Figure 1. Met3 routing.
(2 px per micron)
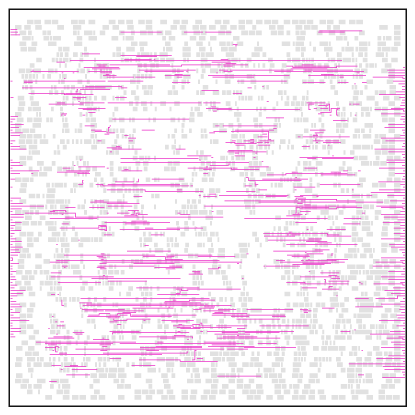
Figure 2. Wire density map.
(2 px per micron) 40 x 40 tiles, from dark blue (low) to red (high), scaled to the fullest tile. Values are wire area over tile area, all layers added.
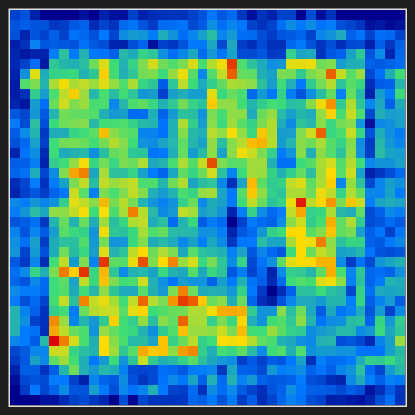
Figure 3. Routing congestion map.
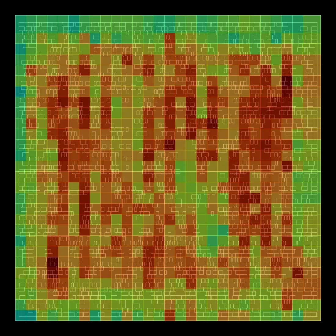
## config.mk

```make
export PLATFORM = sky130hd
export DESIGN_NAME = execute_mc_flat
export DESIGN_NICKNAME = d
export VERILOG_FILES = /design/src/rtl/y86_pkg.sv /design/src/rtl/execute_mc_if.sv /design/src/rtl/seq_multiplier.sv /design/src/rtl/execute_mc.sv /design/src/flat_wrapper.sv
export SDC_FILE = /design/constraint.sdc
export NUM_CORES = 1
export LEC_CHECK = 0
export CORE_MARGIN = 2
export CORE_UTILIZATION = 34
export CTS_CLUSTER_SIZE = 8
export DETAILED_ROUTE_END_ITERATION = 10
export SKIP_LAST_GASP = 1
export SYNTH_ARGS = -nofsm -noshare
export SYNTH_HDL_FRONTEND = slang
export SYNTH_SLANG_ARGS = --single-unit
```

## constraint.sdc

```tcl
create_clock -name clk -period 26.4 [get_ports clk]
set_input_delay 7.92 -clock clk [delete_from_list [all_inputs] [get_ports clk]]
set_output_delay 7.92 -clock clk [all_outputs]
set_load 0.01 [all_outputs]
```

## src/rtl/y86_pkg.sv

```systemverilog
// Shared Y86 encodings for the execute stage: icodes, ALU functions, status codes,
// register ids, condition codes and the multiply FSM state type.
package y86_pkg;

    localparam logic [3:0] IHALT   = 4'h0;
    localparam logic [3:0] INOP    = 4'h1;
    localparam logic [3:0] IRRMOVQ = 4'h2;
    localparam logic [3:0] IIRMOVQ = 4'h3;
    localparam logic [3:0] IRMMOVQ = 4'h4;
    localparam logic [3:0] IMRMOVQ = 4'h5;
    localparam logic [3:0] IOPQ    = 4'h6;
    localparam logic [3:0] IJXX    = 4'h7;
    localparam logic [3:0] ICALL   = 4'h8;
    localparam logic [3:0] IRET    = 4'h9;
    localparam logic [3:0] IPUSHQ  = 4'hA;
    localparam logic [3:0] IPOPQ   = 4'hB;

    localparam logic [3:0] ALUADD = 4'h0;
    localparam logic [3:0] ALUSUB = 4'h1;
    localparam logic [3:0] ALUAND = 4'h2;
    localparam logic [3:0] ALUXOR = 4'h3;
    localparam logic [3:0] ALUMUL = 4'h4;

    localparam logic [2:0] SAOK = 3'd1;
    localparam logic [2:0] SADR = 3'd2;
    localparam logic [2:0] SINS = 3'd3;
    localparam logic [2:0] SHLT = 3'd4;

    localparam logic [3:0] RESP  = 4'h4;
    localparam logic [3:0] RNONE = 4'hF;

    localparam logic [3:0] C_YES = 4'h0;
    localparam logic [3:0] C_LE  = 4'h1;
    localparam logic [3:0] C_L   = 4'h2;
    localparam logic [3:0] C_E   = 4'h3;
    localparam logic [3:0] C_NE  = 4'h4;
    localparam logic [3:0] C_GE  = 4'h5;
    localparam logic [3:0] C_G   = 4'h6;

    typedef enum logic [1:0] {StIdle, StRun, StDone} mul_state_e;

    typedef struct packed {
        logic zf;
        logic sf;
        logic of;
    } cc_t;

    function automatic logic is_exc(input logic [2:0] stat);
        return (stat == SADR) || (stat == SINS) || (stat == SHLT);
    endfunction

    function automatic logic cond_eval(input cc_t cc, input logic [3:0] ifun);
        logic lt;
        lt = cc.sf ^ cc.of;
        case (ifun)
            C_YES:   return 1'b1;
            C_LE:    return lt | cc.zf;
            C_L:     return lt;
            C_E:     return cc.zf;
            C_NE:    return ~cc.zf;
            C_GE:    return ~lt;
            C_G:     return ~lt & ~cc.zf;
            default: return 1'b0;
        endcase
    endfunction

endpackage

```

## src/rtl/execute_mc_if.sv

```systemverilog
// E-register inputs, downstream status and e_* outputs of the Y86 execute stage.
interface execute_mc_if #(
    parameter int unsigned WIDTH = 64
);
    logic [2:0]       E_stat;
    logic [3:0]       E_icode;
    logic [3:0]       E_ifun;
    logic [WIDTH-1:0] E_valC;
    logic [WIDTH-1:0] E_valA;
    logic [WIDTH-1:0] E_valB;
    logic [3:0]       E_dstE;
    logic [3:0]       E_dstM;
    logic [2:0]       m_stat;
    logic [2:0]       W_stat;

    logic [2:0]       e_stat;
    logic [3:0]       e_icode;
    logic             e_Cnd;
    logic [WIDTH-1:0] e_valE;
    logic [WIDTH-1:0] e_valA;
    logic [3:0]       e_dstE;
    logic [3:0]       e_dstM;
    logic             e_busy;
    logic [2:0]       e_cc;

    modport master (
        output E_stat, E_icode, E_ifun, E_valC, E_valA, E_valB, E_dstE, E_dstM,
        output m_stat, W_stat,
        input  e_stat, e_icode, e_Cnd, e_valE, e_valA, e_dstE, e_dstM, e_busy, e_cc
    );

    modport slave (
        input  E_stat, E_icode, E_ifun, E_valC, E_valA, E_valB, E_dstE, E_dstM,
        input  m_stat, W_stat,
        output e_stat, e_icode, e_Cnd, e_valE, e_valA, e_dstE, e_dstM, e_busy, e_cc
    );
endinterface

```

## src/rtl/seq_multiplier.sv

```systemverilog
// Iterative signed multiplier retiring STEP_BITS multiplier bits per cycle (IDLE/RUN/DONE).
// Only built when EXEC_MUL_EN is defined.
`ifdef EXEC_MUL_EN
module seq_multiplier
    import y86_pkg::*;
#(
    parameter int unsigned WIDTH     = 64,
    parameter int unsigned STEP_BITS = 1
) (
    input  logic             clk,
    input  logic             rst,
    input  logic             start,
    input  logic [WIDTH-1:0] a,
    input  logic [WIDTH-1:0] b,
    output logic             busy,
    output logic             done,
    output logic [WIDTH-1:0] product_lo,
    output logic             overflow
);
    localparam int unsigned N     = WIDTH / STEP_BITS;
    localparam int unsigned CNT_W = $clog2(N + 1);

    mul_state_e           state_q, state_d;
    logic [2*WIDTH-1:0]   mcand_q, mcand_d;
    logic [2*WIDTH-1:0]   acc_q, acc_d;
    logic [WIDTH-1:0]     mplier_q, mplier_d;
    logic                 neg_q, neg_d;
    logic [CNT_W-1:0]     cnt_q, cnt_d;
    logic [WIDTH-1:0]     a_abs, b_abs;
    logic [2*WIDTH-1:0]   step_sum;
    logic [2*WIDTH-1:0]   product;

    // Magnitudes are unsigned, so the most negative operand still fits.
    assign a_abs = a[WIDTH-1] ? -a : a;
    assign b_abs = b[WIDTH-1] ? -b : b;

    always_comb begin
        step_sum = '0;
        for (int i = 0; i < int'(STEP_BITS); i++) begin
            if (mplier_q[i]) step_sum = step_sum + (mcand_q << i);
        end
    end

    always_comb begin
        state_d  = state_q;
        mcand_d  = mcand_q;
        acc_d    = acc_q;
        mplier_d = mplier_q;
        neg_d    = neg_q;
        cnt_d    = cnt_q;
        case (state_q)
            StIdle: begin
                if (start) begin
                    mcand_d  = {{WIDTH{1'b0}}, a_abs};
                    mplier_d = b_abs;
                    neg_d    = a[WIDTH-1] ^ b[WIDTH-1];
                    acc_d    = '0;
                    cnt_d    = CNT_W'(N);
                    state_d  = StRun;
                end
            end
            StRun: begin
                acc_d    = acc_q + step_sum;
                mcand_d  = mcand_q << STEP_BITS;
                mplier_d = mplier_q >> STEP_BITS;
                cnt_d    = cnt_q - 1'b1;
                if (cnt_q == CNT_W'(1)) state_d = StDone;
            end
            StDone:  state_d = StIdle;
            default: state_d = StIdle;
        endcase
    end

    always_ff @(posedge clk) begin
        if (rst) begin
            state_q  <= StIdle;
            mcand_q  <= '0;
            acc_q    <= '0;
            mplier_q <= '0;
            neg_q    <= 1'b0;
            cnt_q    <= '0;
        end else begin
            state_q  <= state_d;
            mcand_q  <= mcand_d;
            acc_q    <= acc_d;
            mplier_q <= mplier_d;
            neg_q    <= neg_d;
            cnt_q    <= cnt_d;
        end
    end

    assign busy       = ((state_q == StIdle) && start) || (state_q == StRun);
    assign done       = (state_q == StDone);
    assign product    = neg_q ? -acc_q : acc_q;
    assign product_lo = product[WIDTH-1:0];
    assign overflow   = (product != {{WIDTH{product[WIDTH-1]}}, product[WIDTH-1:0]});

endmodule
`endif

```

## src/rtl/execute_mc.sv

```systemverilog
// Y86 execute stage with registered condition codes and optional multi-cycle OPq multiply.
// Multiply (OPQ ifun 4) is built only when EXEC_MUL_EN is defined; otherwise it raises SINS.
module execute_mc
    import y86_pkg::*;
#(
    parameter int unsigned WIDTH     = 64,
    parameter int unsigned STEP_BITS = 1
) (
    input logic         clk,
    input logic         rst,
    execute_mc_if.slave ex
);
    localparam logic [WIDTH-1:0] POS8 = WIDTH'(8);
    localparam logic [WIDTH-1:0] NEG8 = ~WIDTH'(7);

    cc_t              cc_q, cc_d;
    logic             cc_load;
    logic [WIDTH-1:0] alu_a, alu_b, alu_r;
    logic             alu_of;
    logic [3:0]       alu_fn;
    logic             is_opq, mul_req, bad_fn, stage_ok, set_cc, cnd;
    logic [WIDTH-1:0] res_val;
    logic             res_of;
    logic             mul_busy, mul_done, mul_of;
    logic [WIDTH-1:0] mul_lo;

    assign is_opq   = (ex.E_icode == IOPQ);
    assign mul_req  = is_opq && (ex.E_ifun == ALUMUL);
    assign stage_ok = (ex.E_stat == SAOK);
`ifdef EXEC_MUL_EN
    assign bad_fn   = is_opq && (ex.E_ifun > ALUMUL);
`else
    assign bad_fn   = is_opq && (ex.E_ifun > ALUXOR);
`endif
    assign set_cc   = is_opq && stage_ok && !bad_fn && !is_exc(ex.m_stat) && !is_exc(ex.W_stat);

    always_comb begin
        alu_a = '0;
        case (ex.E_icode)
            IRRMOVQ, IOPQ:           alu_a = ex.E_valA;
            IIRMOVQ, IRMMOVQ, IMRMOVQ: alu_a = ex.E_valC;
            ICALL, IPUSHQ:           alu_a = NEG8;
            IRET, IPOPQ:             alu_a = POS8;
            default:                 alu_a = '0;
        endcase
    end

    always_comb begin
        alu_b = '0;
        case (ex.E_icode)
            IRMMOVQ, IMRMOVQ, IOPQ, ICALL, IRET, IPUSHQ, IPOPQ: alu_b = ex.E_valB;
            default:                                            alu_b = '0;
        endcase
    end

    assign alu_fn = is_opq ? ex.E_ifun : ALUADD;

    always_comb begin
        alu_r  = '0;
        alu_of = 1'b0;
        case (alu_fn)
            ALUADD: begin
                alu_r  = alu_b + alu_a;
                alu_of = (alu_a[WIDTH-1] == alu_b[WIDTH-1]) && (alu_r[WIDTH-1] != alu_a[WIDTH-1]);
            end
            ALUSUB: begin
                alu_r  = alu_b - alu_a;
                alu_of = (alu_a[WIDTH-1] != alu_b[WIDTH-1]) && (alu_r[WIDTH-1] != alu_b[WIDTH-1]);
            end
            ALUAND:  alu_r = alu_b & alu_a;
            ALUXOR:  alu_r = alu_b ^ alu_a;
            default: alu_r = '0;
        endcase
    end

`ifdef EXEC_MUL_EN
    logic mul_start;

    // The multiplier ignores start outside IDLE, so the held E register cannot relaunch it.
    assign mul_start = mul_req && stage_ok;

    seq_multiplier #(
        .WIDTH     (WIDTH),
        .STEP_BITS (STEP_BITS)
    ) u_mul (
        .clk        (clk),
        .rst        (rst),
        .start      (mul_start),
        .a          (ex.E_valA),
        .b          (ex.E_valB),
        .busy       (mul_busy),
        .done       (mul_done),
        .product_lo (mul_lo),
        .overflow   (mul_of)
    );
`else
    assign mul_busy = 1'b0;
    assign mul_done = 1'b0;
    assign mul_lo   = '0;
    assign mul_of   = 1'b0;
`endif

    always_comb begin
        res_val = alu_r;
        res_of  = alu_of;
        if (mul_done) begin
            res_val = mul_lo;
            res_of  = mul_of;
        end else if (mul_req || bad_fn) begin
            res_val = '0;
            res_of  = 1'b0;
        end
    end

    assign cc_load = set_cc && (mul_req ? mul_done : 1'b1);
    assign cc_d    = '{zf: (res_val == '0), sf: res_val[WIDTH-1], of: res_of};

    always_ff @(posedge clk) begin
        if (rst) begin
            cc_q <= '{zf: 1'b1, sf: 1'b0, of: 1'b0};
        end else if (cc_load) begin
            cc_q <= cc_d;
        end
    end

    // Condition uses the CC from before this instruction.
    assign cnd = ((ex.E_icode == IRRMOVQ) || (ex.E_icode == IJXX)) && cond_eval(cc_q, ex.E_ifun);

    always_comb begin
        ex.e_stat  = (bad_fn && stage_ok) ? SINS : ex.E_stat;
        ex.e_icode = ex.E_icode;
        ex.e_Cnd   = cnd;
        ex.e_valE  = res_val;
        ex.e_valA  = ex.E_valA;
        ex.e_dstE  = ((ex.E_icode == IRRMOVQ) && !cnd) ? RNONE : ex.E_dstE;
        ex.e_dstM  = ex.E_dstM;
        ex.e_busy  = mul_busy;
        ex.e_cc    = cc_q;
        if (mul_busy) begin
            ex.e_stat  = SAOK;
            ex.e_icode = INOP;
            ex.e_Cnd   = 1'b0;
            ex.e_valE  = '0;
            ex.e_dstE  = RNONE;
            ex.e_dstM  = RNONE;
        end
    end

endmodule

```

## src/flat_wrapper.sv

```systemverilog
// flat-port wrapper written by rule: the top's interface ports become plain ports
module execute_mc_flat import y86_pkg::*;
#(
    parameter int unsigned WIDTH     = 64,
    parameter int unsigned STEP_BITS = 1
)
  (clk, rst, ex_E_stat, ex_E_icode, ex_E_ifun, ex_E_valC, ex_E_valA, ex_E_valB, ex_E_dstE, ex_E_dstM, ex_m_stat, ex_W_stat, ex_e_stat, ex_e_icode, ex_e_Cnd, ex_e_valE, ex_e_valA, ex_e_dstE, ex_e_dstM, ex_e_busy, ex_e_cc);
  execute_mc_if #(.WIDTH(WIDTH)) ex_i ();
  input logic clk;
  input logic rst;
  input wire logic [$bits(ex_i.E_stat)-1:0] ex_E_stat;
  input wire logic [$bits(ex_i.E_icode)-1:0] ex_E_icode;
  input wire logic [$bits(ex_i.E_ifun)-1:0] ex_E_ifun;
  input wire logic [$bits(ex_i.E_valC)-1:0] ex_E_valC;
  input wire logic [$bits(ex_i.E_valA)-1:0] ex_E_valA;
  input wire logic [$bits(ex_i.E_valB)-1:0] ex_E_valB;
  input wire logic [$bits(ex_i.E_dstE)-1:0] ex_E_dstE;
  input wire logic [$bits(ex_i.E_dstM)-1:0] ex_E_dstM;
  input wire logic [$bits(ex_i.m_stat)-1:0] ex_m_stat;
  input wire logic [$bits(ex_i.W_stat)-1:0] ex_W_stat;
  output wire logic [$bits(ex_i.e_stat)-1:0] ex_e_stat;
  output wire logic [$bits(ex_i.e_icode)-1:0] ex_e_icode;
  output wire logic [$bits(ex_i.e_Cnd)-1:0] ex_e_Cnd;
  output wire logic [$bits(ex_i.e_valE)-1:0] ex_e_valE;
  output wire logic [$bits(ex_i.e_valA)-1:0] ex_e_valA;
  output wire logic [$bits(ex_i.e_dstE)-1:0] ex_e_dstE;
  output wire logic [$bits(ex_i.e_dstM)-1:0] ex_e_dstM;
  output wire logic [$bits(ex_i.e_busy)-1:0] ex_e_busy;
  output wire logic [$bits(ex_i.e_cc)-1:0] ex_e_cc;
  assign ex_i.E_stat = ex_E_stat;
  assign ex_i.E_icode = ex_E_icode;
  assign ex_i.E_ifun = ex_E_ifun;
  assign ex_i.E_valC = ex_E_valC;
  assign ex_i.E_valA = ex_E_valA;
  assign ex_i.E_valB = ex_E_valB;
  assign ex_i.E_dstE = ex_E_dstE;
  assign ex_i.E_dstM = ex_E_dstM;
  assign ex_i.m_stat = ex_m_stat;
  assign ex_i.W_stat = ex_W_stat;
  assign ex_e_stat = ex_i.e_stat;
  assign ex_e_icode = ex_i.e_icode;
  assign ex_e_Cnd = ex_i.e_Cnd;
  assign ex_e_valE = ex_i.e_valE;
  assign ex_e_valA = ex_i.e_valA;
  assign ex_e_dstE = ex_i.e_dstE;
  assign ex_e_dstM = ex_i.e_dstM;
  assign ex_e_busy = ex_i.e_busy;
  assign ex_e_cc = ex_i.e_cc;
  execute_mc #(.WIDTH(WIDTH), .STEP_BITS(STEP_BITS)) u_core (.clk(clk), .rst(rst), .ex(ex_i));
endmodule
```

==> results.env <==
NUMBER_OF_BUFFERS_ADDED_BY_THE_CLOCK_TREE_SYNTHESIS_STEP=3
DP.FINAL_HPWL_MM=58.3
WORST_SETUP_PATH_START_KIND='input pin'
RUN_STATUS='completed'
MIN-DELAY-PATH-CLASS='reg2reg'
TIMING.CRITICAL_PATH.FANOUT_MAX=34
DIEWIDTH_MICRONS=198
DRCVIOLATIONCOUNT=0
MULTIINPUTCOMBCELLCOUNT=1696
DRV.MAX_CAP_VIOLATION_COUNT=0
CP_TOP_FAMILY='AND-OR/OR-AND gates'
SYNTHTOLAYOUTAREAGROWTH_PCT=26.9
EDF_COUNT=0
POST_SYNTH_NUM_CELL_TYPES=90
PRECTSSETUPSLACK_PS=3530
SEQAREAFRACTION_PCT=0.371
FIRST_PASS_GRT_WIRE_LENGTH_MM=106
SYNTH.TOP_CELLS.BY_AREA='sky130_fd_sc_hd__ha_1 13%, sky130_fd_sc_hd__a21oi_1 8.1%, sky130_fd_sc_hd__nand2_1 5.6%, sky130_fd_sc_hd__o21ai_0 5.3%, sky130_fd_sc_hd__nor2_1 4.8%'
INITCOREUTIL_PCT=34.7
FIRST_ELEMENT_OF_THE_CRITICAL_PATH='ex_E_icode[0]'
ANTENNA_LEFT=0
INITIALDRTVIOLATIONCOUNT=2064
DIE-AREA_SQ_UM=39100
N_CLOCK_BUFFER=4
MAPPEDNETLISTAREA_SQ_UM=12800
CRIT-REG2REG-CAPTURE='u_core.ex.e_cc[0]'
CTS_HOLD_REPAIR.BUFFERS=0
ANTENNADIODECOUNT=0
TOTAL_POWER_mW=0.492
MIN_FROM='u_core.ex.e_cc[1]'
TRITONCTS_NUM_SINKS=3
POWER.LARGEST_GROUP='combinational cells'
CRITICAL_PATH.MAX_STAGE_DELAY_PS=930
STAGE_LOG_WARNINGS=92
SEQCELLAREA_SQ_UM=60.1
CLOCK_POWER_SHARE_PCT=5.0
YOSYS.AREA_SHARE.AOI_PCT=42.2
CRITICAL_PATH.CELL_CHAIN='clkdlybuf4s50_1 > nand2_1 > nor2_1 > a21oi_1 > nor2_4 > a221oi_1 > ha_1 > nand2_1 > nor4_1 > a21oi_1 > o211ai_1 > o22ai_1 > o41a_1 > o311a_1 > mux2_2 > o221ai_1 > clkdlybuf4s50_1'
AVGVIACOUNTPERCELL=6.56
MAXIMUM_LEVEL_OF_THE_CTS_H_TREE=1
P_INT_mW=0.201
WORST_HOLD_PATH.ENDPOINT='u_core.ex.e_cc[1]'
DRIVE_ABOVE_1_SHARE_PCT=3.58
CELL_ROWS=70
POSTSYNTHCELLCOUNT=2049
SETUP.REG_TO_REG.WORST_SLACK_PS=25690
CTS.REPORTEDPATHS.CLKPINSLEW_PS=30
POWER.IR.VDD_WORST_V=0.0000152
FINALINSTANCEAREA_SQ_UM=16200
HOLD_WS_PS=591
HOLD_VIOL=0
ANTENNA_FOUND_INITIAL=2
SIMPLE_GATE_AREA_SHARE_PCT=28.5
POST_CTS_SETUP_BUFFER_COUNT=0
ACHIEVABLE-FREQUENCY_MHz=43.6
FINALWEIGHTEDCONGESTION=1.05
Back to the opening pictures, Figure 1:
share of all routed wire: 9.5%
wire length on this layer: 6,920 microns
met3 Use GR: 5.14%
total wire length: 73.1 mm
vias after detailed routing: 17,751

Back to the opening pictures, Figure 2:
fullest tile: 0.81
tiles over half the peak: 30%
nearly empty tiles: 1.3%
overall track demand over capacity in global routing: 35.5%
final routed wire length divided by cell count: 27.0 microns

Back to the opening pictures, Figure 3:
Most Used Layer, Global Route: met2
Final Util: 44.0%
met2 track utilization from global routing: 58.5%

